Design uart_byte_rx, sky130hd; sources not shown.
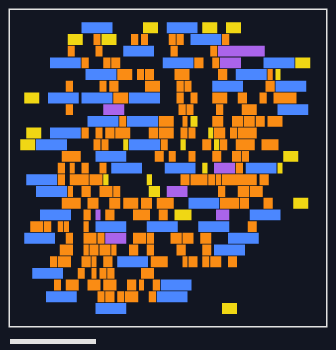
(cells coloured by class)
Scale bar: 20 um.
Key: sequential cells = blue [cells 41]; remaining buffers and delay cells = yellow [cells 24]; clock drivers and dummy loads = purple [cells 8]; combinational and other logic = orange [cells 158]
fin area: 2230 sq um
# rows: 25
core area: 4690 sq um

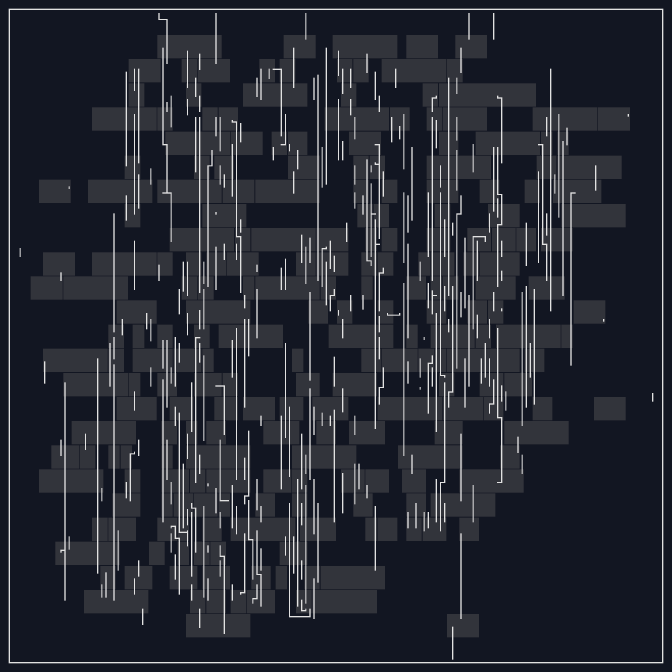
(M2 wires)
Cells faint in the background.
The layer carries 1620 um of wire. The longest straight run is 27.2 um. The layer holds 40% of the routed length. 184 nets have wire on it.
grt met2 use: 22.2%
via count: 1545
routed wire length: 4.10 mm

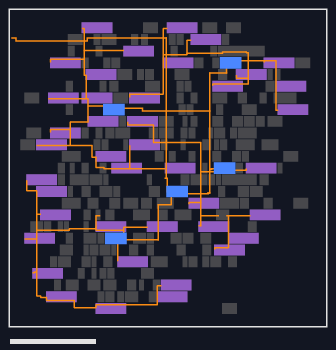
(clock distribution)
Scale bar: 20 um.
Key: clock drivers = blue [count 5]; flip-flops = purple [count 41]; clock wires = orange [length 560 um]
Position of the flops: spread over the die.
clk latency late pin: 0.30 ns
power share of the clock group: 42.4%

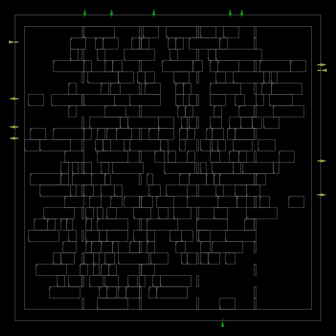
(cell placement)
fillers: 486
Seq/total area: 36.8%
Finished Layout Cells: 285
num tapcells: 54
final core occ: 47.5%

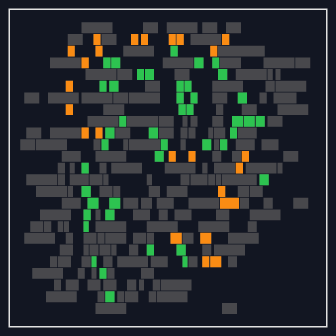
(gate-type map)
Key: nand cells = green [cells 43]; aoi and oai cells = orange [cells 24]
combinational fraction of the cell area: 46.0%
dominant logic cell type in the layout: dfxtp_1

==> deck_impl_summary.md <==
Flow Results at a Glance

Setup path
  • CP cell instances: inv_1 -> ha_1 -> or4b_2 -> or4_1 -> a22oi_2 -> mux2_1
  • R2r setup slk: 0.61 ns
  • Worst setup SP type: register
  • Crit path largest cell delay: 0.57 ns
  • Crit. End Element: register
  • Worst path slowest cell: or4b_2
  • CP arrival: 2.78 ns
  • CP Class: reg -> reg
  • R2R depth: 6
  • Req. time, crit path: 3.39 ns
  • CP max FO: 8

Power
  • Logic pwr share: 5.7%
  • Sw power: 0.000229 W
  • Switch share: 22.9%
  • PD cells: 447 nW/um^2
  • Worst VDD drop: 0.222 mV
  • Reg power frac: 52.0%
  • Leak: 0.733 nW
  • Power Total: 0.000997 W
  • Int Pwr: 0.000769 W

Final timing
  • Hold_ws: 0.414 ns
  • Tightest Pin Transition: 0.744 ns
  • RSZ-0062 raised after global routing: false
  • Endpoints failing setup: 0
  • Post-layout period usage of the worst path: 81.0%
  • Layout Skew: 0.00815 ns
  • Final hold violations: 0
  • Max-slew violations: 0
  • Final min period: 2.59 ns
  • Setup ws final: 0.608 ns
  • Setup TNS: 0 ns

Placement
  • Gpl congestion: 0.774
  • Post-Place Cell Area: 2120 sq um
  • HPWL after DPL: 2.72 mm
  • Pre-CTS setup slack: 0.621 ns
  • PortBufs: 12
  • Cells after DPL: 277

Synthesis
  • Top-area cell share: 42.5%
  • # Cells Yosys: 211
  • Cell Type Count: 38
  • Synth Seq Share: 42.5%
  • Ys Warns: 0
  • Largest cells by area: dfxtp_1, nor3_1, mux2i_1
  • Post-Syn Area: 1930 sq um
  • Synth flops: 41

Die
  • Die Wd: 73.5 um
  • Die area: 5400 sq um
  • Pre-Place Util: 41.2%

Routing
  • Post-route ant nets: 0
  • Top sig layer: met4
  • Met2 routed wirelength: 1.62 mm
  • Vias per cell: 5.42
  • M1 wire length: 2.22 mm
  • First DRT Iteration DRCs: 100
  • WL/cell: 14.4 um
  • Drt pass-1 iters: 4
  • # DRC: 0

Global route
  • Largest net degree at the start of global routing: 14
  • Total GRT Usage: 17.2%
  • First-pass GRT wire length: 6.98 mm
  • Initial antenna violation count: 0
  • Vias in the first global route: 1368
  • GR Overflow Total: 0

Final layout
  • Top Layout Cells: dfxtp_1, nor3_1, nand3_1
  • N_diodes: 0
  • Layout cells sized above 1: 9.09%
  • Total Nets Final: 238
  • Max FFs per register: 16
  • Area growth syn-to-layout: 15.5%

Clock tree
  • Post-CTS Resized: 0
  • CTS sink cnt: 41
  • Worst-path clk slew: 0.08 ns
  • TritonCTS clock tree: done
  • CTS Buf Count: 5
  • Max Root-Sink Buffers: 2
  • H-Tree Depth: 2
  • Root Buffer Master: clkbuf_8
  • Setup bufs post-CTS: 0

Status
  • Status: finished, final reports clean

Flow run
  • # Max-Cap Violations: 0
  • Log Warnings: 28

Min path
  • Class of the worst hold path: reg -> reg
  • Worst hold path depth: 1
-- cell usage after synthesis (all sizes together) --
master	number
o31ai	1
nor4	5
nand3	20
a211oi	2
dfxtp	41
nor3b	2
ha	5
nand4	4
mux2i	10
or3	2
o21ai	9
xnor2	11
a21oi	11
a22oi	1
a21o	1
nand2b	12
or2	4
nor3	22
or3b	1
nor2	4
or4	5
or4b	1
mux2	2
o32a	1
and3	1
nand3b	4
inv	7
xor2	1
or4bb	2
clkbuf	8
nand2	3
buf	4
nor2b	4
-- final cells by class --
class	instances	area [sq um]	area share, %
Sequential cell	41	821	36.8
Clock buffer	6	72.6	3.25
Buffer	12	57.6	2.58
Tap cell	54	67.6	3.03
Multi-Input combinational cell	151	1030	46.0
Clock inverter	2	38.8	1.74
Timing Repair Buffer	12	120	5.38
Inverter	7	26.3	1.18
-- kinds of logic after synthesis --
group                    after synthesis  share of synthesized area [%]
adder cells (fa/ha/maj)                5                           3.24
AND-OR/OR-AND                         26                           8.55
multiplexers                          12                           6.54
XOR/XNOR                              12                           5.44
flip-flops                            41                           42.5
AND/OR/NAND/NOR                       96                           29.4
buffers and inverters                 19                           4.34
-- critical path, delay by kind of cell (launching register included) --
family,cells,cell delay (ns)
and+or+nand+nor,2,1.08
muxes,1,0.36
buffers and inverters,1,0.07
adders and majority gates,1,0.15
AOI/OAI and AO/OA,1,0.45
DFF,1,0.36
-- power groups by stage --
stage               registers (W)  logic (W)  clock network [W]
finish                   0.000518  0.0000564           0.000423
global route             0.000520  0.0000638           0.000461
CTS                      0.000518  0.0000579           0.000437
detailed placement       0.000530  0.0000578                  0
global placement         0.000530  0.0000578                  0
floorplan                0.000529  0.0000406                  0
-- metal layers --
layer	global-route usage, %	vias to the layer above
met2	22.2	24
met4	7.07	0
met3	5.49	8
met1	25.9	714
met5	0	-
li1	-	799
Power and IR drop assume default switching activity.
